**config.mk**
```make
export PLATFORM = sky130hd
export DESIGN_NAME = write_master_port
export DESIGN_NICKNAME = d
export VERILOG_FILES = /design/src/rtl/write_master_port.sv
export SDC_FILE = /design/constraint.sdc
export NUM_CORES = 1
export LEC_CHECK = 0
export CAP_MARGIN = 20
export CORE_MARGIN = 10
export CORE_UTILIZATION = 45
export CTS_CLUSTER_SIZE = 12
export DETAILED_ROUTE_END_ITERATION = 16
export PLACE_DENSITY = 0.95
export REMOVE_ABC_BUFFERS = 1
export SLEW_MARGIN = 20
export SYNTH_ARGS = -nofsm -noshare
export SYNTH_HDL_FRONTEND = slang
export SYNTH_SLANG_ARGS = --single-unit
```
**constraint.sdc**
```tcl
create_clock -name clk -period 5.4 [get_ports clk]
set_input_delay 1.08 -clock clk [delete_from_list [all_inputs] [get_ports clk]]
set_output_delay 1.08 -clock clk [all_outputs]
set_load 0.05 [all_outputs]
```
**src/rtl/write_master_port.sv**
```systemverilog
// Write-side front end of one AXI interconnect master slot: it allocates IDs and sequences AW, W and B against write_arbiter.
// Optional feature: define WMP_ERR_CNT_EN to build the saturating error-response counter on err_cnt.
module write_master_port #(
    parameter int ADDR_WIDTH            = 32,
    parameter int DATA_WIDTH            = 32,
    parameter int NUM_OUTSTANDING_TRANS = 2,
    localparam int IDW                  = $clog2(NUM_OUTSTANDING_TRANS)
) (
    input  logic                  clk,
    input  logic                  clr,
    input  logic                  req_valid,
    output logic                  req_ready,
    input  logic [ADDR_WIDTH-1:0] req_addr,
    input  logic [7:0]            req_len,
    input  logic [DATA_WIDTH-1:0] wdata,
    input  logic                  wdata_valid,
    output logic                  wdata_ready,
    output logic                  AW_valid,
    output logic [ADDR_WIDTH-1:0] AW_addr,
    output logic [IDW-1:0]        AW_id,
    input  logic                  AW_grant,
    output logic [IDW-1:0]        W_id,
    output logic                  B_ready,
    input  logic                  W_grant,
    output logic [DATA_WIDTH-1:0] W_data,
    output logic                  W_valid,
    output logic                  W_last,
    input  logic                  W_ready,
    input  logic                  B_valid,
    input  logic [1:0]            B_resp,
    output logic                  done_valid,
    output logic [IDW-1:0]        done_id,
    output logic [1:0]            done_resp,
    output logic [7:0]            err_cnt,
    output logic [2:0]            dbg_state_o
);

    // Handshake rule on every valid/ready pair here: a transfer happens on a rising clk edge where
    // both are high; valid, once raised, holds its payload stable until that edge.

    localparam logic [0:0] AW_IDLE = 1'b0;
    localparam logic [0:0] AW_REQ  = 1'b1;

    localparam logic [1:0] W_IDLE = 2'd0;
    localparam logic [1:0] W_REQ  = 2'd1;
    localparam logic [1:0] W_DATA = 2'd2;
    localparam logic [1:0] W_RESP = 2'd3;

    localparam int            CW      = IDW + 1;
    localparam logic [CW-1:0] MAX_OUT = CW'(NUM_OUTSTANDING_TRANS);

    logic [0:0]            aw_state_q, aw_state_d;
    logic [ADDR_WIDTH-1:0] aw_addr_q, aw_addr_d;
    logic [7:0]            aw_len_q, aw_len_d;
    logic [IDW-1:0]        aw_id_q, aw_id_d;
    logic [IDW-1:0]        next_id_q, next_id_d;
    logic                  ready_en_q;

    logic [IDW-1:0]        q_id_q  [NUM_OUTSTANDING_TRANS];
    logic [7:0]            q_len_q [NUM_OUTSTANDING_TRANS];
    logic [IDW-1:0]        wr_ptr_q, rd_ptr_q;
    logic [CW-1:0]         occ_q, occ_d;

    logic [1:0]            w_state_q, w_state_d;
    logic [IDW-1:0]        w_id_q, w_id_d;
    logic [7:0]            cnt_q, cnt_d;

    logic                  done_valid_q;
    logic [IDW-1:0]        done_id_q;
    logic [1:0]            done_resp_q;

    logic aw_pending, req_hs, aw_hs, w_hs, b_done, in_data;

    assign aw_pending = (aw_state_q == AW_REQ);
    assign req_ready  = ready_en_q && (aw_state_q == AW_IDLE)
                        && ((occ_q + CW'(aw_pending)) < MAX_OUT);
    assign req_hs     = req_valid && req_ready;
    assign aw_hs      = (aw_state_q == AW_REQ) && AW_grant;
    assign in_data    = (w_state_q == W_DATA);
    assign w_hs       = in_data && wdata_valid && W_ready;
    assign b_done     = (w_state_q == W_RESP) && B_valid;

    always_comb begin
        aw_state_d = aw_state_q;
        aw_addr_d  = aw_addr_q;
        aw_len_d   = aw_len_q;
        aw_id_d    = aw_id_q;
        next_id_d  = next_id_q;
        case (aw_state_q)
            AW_IDLE: begin
                if (req_hs) begin
                    aw_addr_d  = req_addr;
                    aw_len_d   = req_len;
                    aw_id_d    = next_id_q;
                    next_id_d  = next_id_q + IDW'(1);
                    aw_state_d = AW_REQ;
                end
            end
            AW_REQ: begin
                if (AW_grant) aw_state_d = AW_IDLE;
            end
            default: aw_state_d = AW_IDLE;
        endcase
    end

    // The W side reads the queue head without popping; the entry leaves only when B completes.
    always_comb begin
        w_state_d = w_state_q;
        w_id_d    = w_id_q;
        cnt_d     = cnt_q;
        case (w_state_q)
            W_IDLE: begin
                if (occ_q != '0) begin
                    w_id_d    = q_id_q[rd_ptr_q];
                    cnt_d     = q_len_q[rd_ptr_q];
                    w_state_d = W_REQ;
                end
            end
            W_REQ: begin
                if (W_grant) w_state_d = W_DATA;
            end
            W_DATA: begin
                if (w_hs) begin
                    if (cnt_q == 8'd0) w_state_d = W_RESP;
                    else               cnt_d     = cnt_q - 8'd1;
                end
            end
            W_RESP: begin
                if (B_valid) w_state_d = W_IDLE;
            end
            default: w_state_d = W_IDLE;
        endcase
    end

    assign occ_d = occ_q + CW'(aw_hs) - CW'(b_done);

    always_ff @(posedge clk or negedge clr) begin
        if (!clr) begin
            aw_state_q   <= AW_IDLE;
            aw_addr_q    <= '0;
            aw_len_q     <= '0;
            aw_id_q      <= '0;
            next_id_q    <= '0;
            ready_en_q   <= 1'b0;
            wr_ptr_q     <= '0;
            rd_ptr_q     <= '0;
            occ_q        <= '0;
            w_state_q    <= W_IDLE;
            w_id_q       <= '0;
            cnt_q        <= '0;
            done_valid_q <= 1'b0;
            done_id_q    <= '0;
            done_resp_q  <= '0;
        end else begin
            aw_state_q   <= aw_state_d;
            aw_addr_q    <= aw_addr_d;
            aw_len_q     <= aw_len_d;
            aw_id_q      <= aw_id_d;
            next_id_q    <= next_id_d;
            ready_en_q   <= 1'b1;
            occ_q        <= occ_d;
            w_state_q    <= w_state_d;
            w_id_q       <= w_id_d;
            cnt_q        <= cnt_d;
            done_valid_q <= b_done;
            if (aw_hs)  wr_ptr_q <= wr_ptr_q + IDW'(1);
            if (b_done) begin
                rd_ptr_q    <= rd_ptr_q + IDW'(1);
                done_id_q   <= w_id_q;
                done_resp_q <= B_resp;
            end
        end
    end

    // Storage is qualified by occupancy, so it needs no reset.
    always_ff @(posedge clk) begin
        if (aw_hs) begin
            q_id_q[wr_ptr_q]  <= aw_id_q;
            q_len_q[wr_ptr_q] <= aw_len_q;
        end
    end

`ifdef WMP_ERR_CNT_EN
    logic [7:0] err_cnt_q;
    always_ff @(posedge clk or negedge clr) begin
        if (!clr) begin
            err_cnt_q <= '0;
        end else if (b_done && (B_resp != 2'b00) && (err_cnt_q != 8'hFF)) begin
            err_cnt_q <= err_cnt_q + 8'd1;
        end
    end
    assign err_cnt = err_cnt_q;
`else
    assign err_cnt = 8'd0;
`endif

    assign AW_valid    = (aw_state_q == AW_REQ);
    assign AW_addr     = aw_addr_q;
    assign AW_id       = aw_id_q;
    assign W_id        = w_id_q;
    assign B_ready     = (w_state_q != W_IDLE);
    assign W_valid     = in_data && wdata_valid;
    assign W_data      = in_data ? wdata : '0;
    assign wdata_ready = in_data && W_ready;
    assign W_last      = in_data && (cnt_q == 8'd0);
    assign done_valid  = done_valid_q;
    assign done_id     = done_id_q;
    assign done_resp   = done_resp_q;
    assign dbg_state_o = {aw_state_q, w_state_q};

endmodule

```
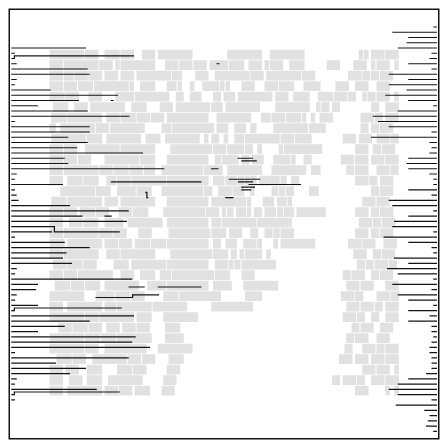
**Above:** run 1 (signal wires on met3).
Cells faint in the background.
nets with wire on the layer	156
longest straight run	39.3 um
wire length on this layer	1,560 um
main direction	horizontal

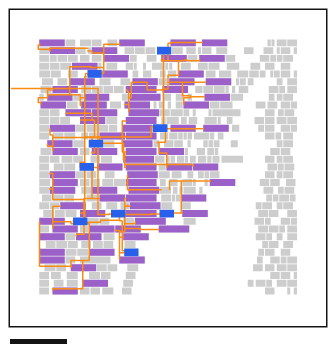
**Above:** run 1 (clock wires, drivers and flops).
Bar = 20 um.
[blue] cells driving clock nets | count: 9
[purple] flip-flops | count: 81
[orange] clock wires | length: 864 um
routed clock nets	10

==> Table 3: Implementation characteristics, run 1 <==
Characteristics after synthesis and place and route

Parameter                              Value

Layout
  Non-clk buf share .................. 29.0%
  Number of non-clock inverters in the layout .................. 12
  Final clock-cell share .................. 3.60%
  Antenna diode instance count .................. 0
  Share of final-layout standard cells stronger than drive strength 1 .................. 6.73%
  Synth-to-layout area growth .................. 49.7%
  Sequential cell count .................. 81
  Highest-count cells in the layout ignoring fill and taps .................. 159 x sky130_fd_sc_hd__clkdlybuf4s50_1, 63 x sky130_fd_sc_hd__dfrtp_1, 42 x sky130_fd_sc_hd__mux2_1

Placement
  DP Area .................. 5340 um2
  Number of placed instances, taps included .................. 535

Critical path
  Largest fanout of any net on the critical path .................. 4
  Setup slack, reg-to-reg .................. 2860 ps
  Total number of cells along the worst setup path .................. 5

Power and ir drop
  Comb. pwr .................. 2.02 mW
  Switching Share .................. 48.0%
  Clock network fraction of design power .................. 12.5%

Detailed routing
  Number of optimization iterations in the first detailed-route pass .................. 4
  Average wire per cell in the routed design .................. 18.1 um

Final timing
  Final period utilization .................. 68.4%

Job
  Number of violations of the max-capacitance limit .................. 0

Logic synthesis
  Post-synthesis average cell area .................. 13.1 um2
  Count of warnings emitted by yosys .................. 0
  Number of enable flip-flop cells .................. 18
  Largest cells by area .................. sky130_fd_sc_hd__dfrtp_1 42%, sky130_fd_sc_hd__edfxtp_1 15%, sky130_fd_sc_hd__mux2_1 13%
  Synth cell types .................. 48
  Yosys-reported design area after synthesis .................. 3710 um2
  Share of flip-flops with an asynchronous set or reset after synthesis .................. 77.8%
  Mux cell area share .................. 15.9%
  Cell type with the largest total area after synthesis .................. sky130_fd_sc_hd__dfrtp_1

Clock tree
  Maximum clock insertion buffer count .................. 2
  CTS tree .................. yes
  Number of sinks handled by clock tree synthesis .................. 81
  Number of H-tree branching levels .................. 3
  Number of cells upsized or downsized after cts .................. 0

Global route
  GR Layer Usage met1 .................. 17.0%
  Initial antenna violation count .................. 0
  Global-route wire length before repair .................. 16,300 um

Min path
  Kind of path behind the tightest hold check .................. register to register

Outcome
  Run status .................. finished, final reports clean
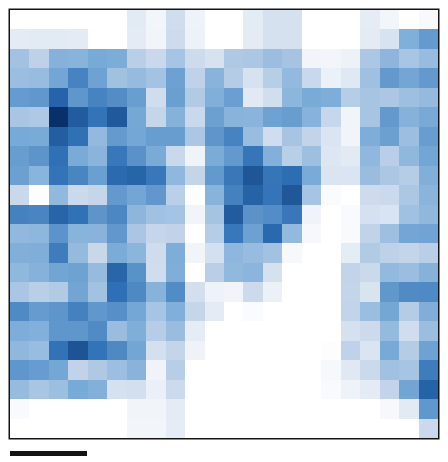
**Above:** run 1 (wire density map).
Bar = 20 um. The die is cut into 22 by 22 equal tiles; white is low, dark blue is high, scaled to the fullest tile. Values are wire area over tile area, all layers added.
mean over tiles	0.14
nearly empty tiles	21%
fullest tile	0.45

==> run 1 -> run 2 <==
CORE_UTILIZATION = 38   (was 45)
PLACE_DENSITY = 0.86   (was 0.95)
clock period = 3.05 ns   (was 5.4 ns; I/O delays follow)
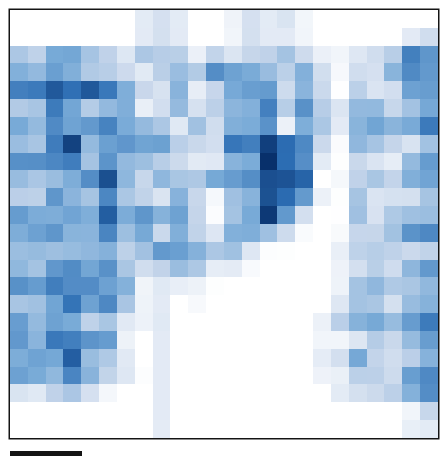
**Above:** run 2 (wire density map).
Bar = 20 um. The die is cut into 24 by 24 equal tiles; white is low, dark blue is high, scaled to the fullest tile. Values are wire area over tile area, all layers added.
densest ninth of the die	middle left
tiles over half the peak	20%
nearly empty tiles	26%
emptiest ninth of the die	bottom centre
fullest tile	0.44
mean over tiles	0.12
total detailed-routing wirelength: 10,000 um
via count of the routed design: 2,778
Total GRT Usage: 14.3%
average wire per cell in the routed design: 17.2 um

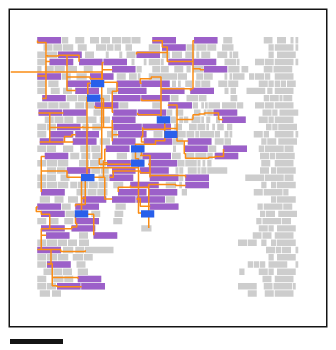
**Above:** run 2 (clock wires, drivers and flops).
Bar = 20 um.
[blue] cells driving clock nets | count: 9
[purple] flip-flops | count: 81
[orange] clock wires | length: 912 um
routed clock nets	10

==> Table 3: Implementation characteristics, run 2 <==
Characteristics after synthesis and place and route

Parameter                              Value

Outcome
  Run status .................. finished, final reports clean

Critical path
  Startpoint type of the worst setup path .................. register
  Total number of cells along the worst setup path .................. 4
  Data required, critical path .................. 2440 ps
  Setup slack, reg-to-reg .................. 800 ps
  Largest fanout of any net on the critical path .................. 5

Placement
  Number of placed instances, taps included .................. 566
  DP Area .................. 5750 um2

Detailed routing
  Number of optimization iterations in the first detailed-route pass .................. 4

Logic synthesis
  Synth cell types .................. 48
  Share of flip-flops with an asynchronous set or reset after synthesis .................. 77.8%
  Cell type with the largest total area after synthesis .................. sky130_fd_sc_hd__dfrtp_1
  Xor/xnor share .................. 1.18%
  Count of warnings emitted by yosys .................. 0
  Number of enable flip-flop cells .................. 18
  Yosys-reported design area after synthesis .................. 3710 um2
  Largest cells by area .................. sky130_fd_sc_hd__dfrtp_1 42%, sky130_fd_sc_hd__edfxtp_1 15%, sky130_fd_sc_hd__mux2_1 13%
  Post-synthesis average cell area .................. 13.1 um2

Final timing
  Final period utilization .................. 84.9%

Floorplanning
  Core area .................. 9640 um2

Clock tree
  Maximum clock insertion buffer count .................. 2
  Number of cells upsized or downsized after cts .................. 0
  Number of sinks handled by clock tree synthesis .................. 81

Global route
  Largest net degree at the start of global routing .................. 64
  Initial antenna violation count .................. 0
  Global-route wire length before repair .................. 16,500 um
  GR Layer Usage met1 .................. 16.3%

Job
  Number of violations of the max-capacitance limit .................. 0

Layout
  Final clock-cell share .................. 3.87%
  Share of final-layout standard cells stronger than drive strength 1 .................. 15.4%
  Synth-to-layout area growth .................. 61.2%
  Non-clk buf share .................. 33.2%
  Fill cell count .................. 728
  Highest-count cells in the layout ignoring fill and taps .................. 124 x sky130_fd_sc_hd__clkdlybuf4s50_1, 63 x sky130_fd_sc_hd__dfrtp_1, 42 x sky130_fd_sc_hd__mux2_1
  Sequential cell count .................. 81
  Antenna diode instance count .................. 0

Power and ir drop
  Clock network fraction of design power .................. 13.3%
  Switching Share .................. 46.1%
  Comb. pwr .................. 3.91 mW
==> run 2 -> run 3 <==
CORE_UTILIZATION = 42   (was 38)
PLACE_DENSITY = 0.9   (was 0.86)
clock period = 2.5 ns   (was 3.05 ns; I/O delays follow)
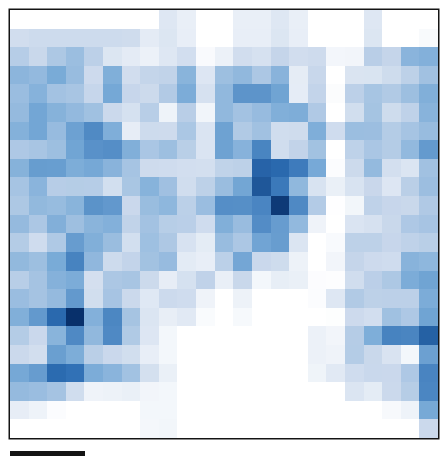
**Above:** run 3 (wire density map).
Bar = 20 um. The die is cut into 23 by 23 equal tiles; white is low, dark blue is high, scaled to the fullest tile. Values are wire area over tile area, all layers added.
tiles over half the peak	11%
densest ninth of the die	middle left
emptiest ninth of the die	bottom centre
total detailed-routing wirelength: 10,200 um
via count of the routed design: 2,750
Total GRT Usage: 15.5%
average wire per cell in the routed design: 18.3 um

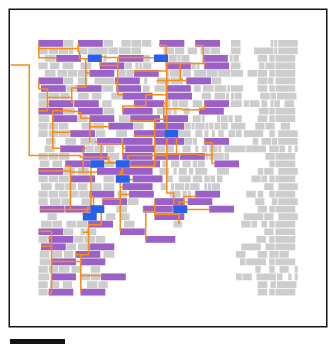
**Above:** run 3 (clock wires, drivers and flops).
Bar = 20 um.
[purple] flip-flops | count: 81
[blue] cells driving clock nets | count: 9
[orange] clock wires | length: 892 um
routed clock nets	10

==> Table 3: Implementation characteristics, run 3 <==
Characteristics after synthesis and place and route

Parameter                              Value

Layout
  Highest-count cells in the layout ignoring fill and taps .................. 122 x sky130_fd_sc_hd__clkdlybuf4s50_1, 63 x sky130_fd_sc_hd__dfrtp_1, 42 x sky130_fd_sc_hd__mux2_1
  Final clock-cell share .................. 3.10%
  Fill cell count .................. 591
  Antenna diode instance count .................. 0
  Share of final-layout standard cells stronger than drive strength 1 .................. 15.6%
  Synth-to-layout area growth .................. 60.1%
  Number of non-clock inverters in the layout .................. 12
  Non-clk buf share .................. 34.0%

Critical path
  Startpoint type of the worst setup path .................. register
  Setup slack, reg-to-reg .................. 380 ps
  Data required, critical path .................. 2000 ps
  Largest fanout of any net on the critical path .................. 4

Global route
  Initial antenna violation count .................. 0
  Global-route wire length before repair .................. 16,000 um

Logic synthesis
  Post-synthesis average cell area .................. 13.1 um2
  Largest cells by area .................. sky130_fd_sc_hd__dfrtp_1 42%, sky130_fd_sc_hd__edfxtp_1 15%, sky130_fd_sc_hd__mux2_1 13%
  Cell type with the largest total area after synthesis .................. sky130_fd_sc_hd__dfrtp_1
  Number of enable flip-flop cells .................. 18
  Synth cell types .................. 48
  Count of warnings emitted by yosys .................. 0
  Share of flip-flops with an asynchronous set or reset after synthesis .................. 77.8%

Clock tree
  Number of cells upsized or downsized after cts .................. 0
  Number of sinks handled by clock tree synthesis .................. 81
  CTS tree .................. yes
  Maximum clock insertion buffer count .................. 2
  Clock latency reported for the late side of the worst-skew pair .................. 350 ps

Final timing
  Final period utilization .................. 93.0%

Placement
  Number of placed instances, taps included .................. 542
  DP Area .................. 5750 um2

Power and ir drop
  Switching Share .................. 47.0%
  Comb. pwr .................. 4.81 mW

Floorplanning
  Core area .................. 8680 um2

Min path
  Kind of path behind the tightest hold check .................. input port to asynchronous set/reset pin

Outcome
  Run status .................. finished, final reports clean

Job
  Number of violations of the max-capacitance limit .................. 0
Power is estimated from default activity; no workload was simulated.
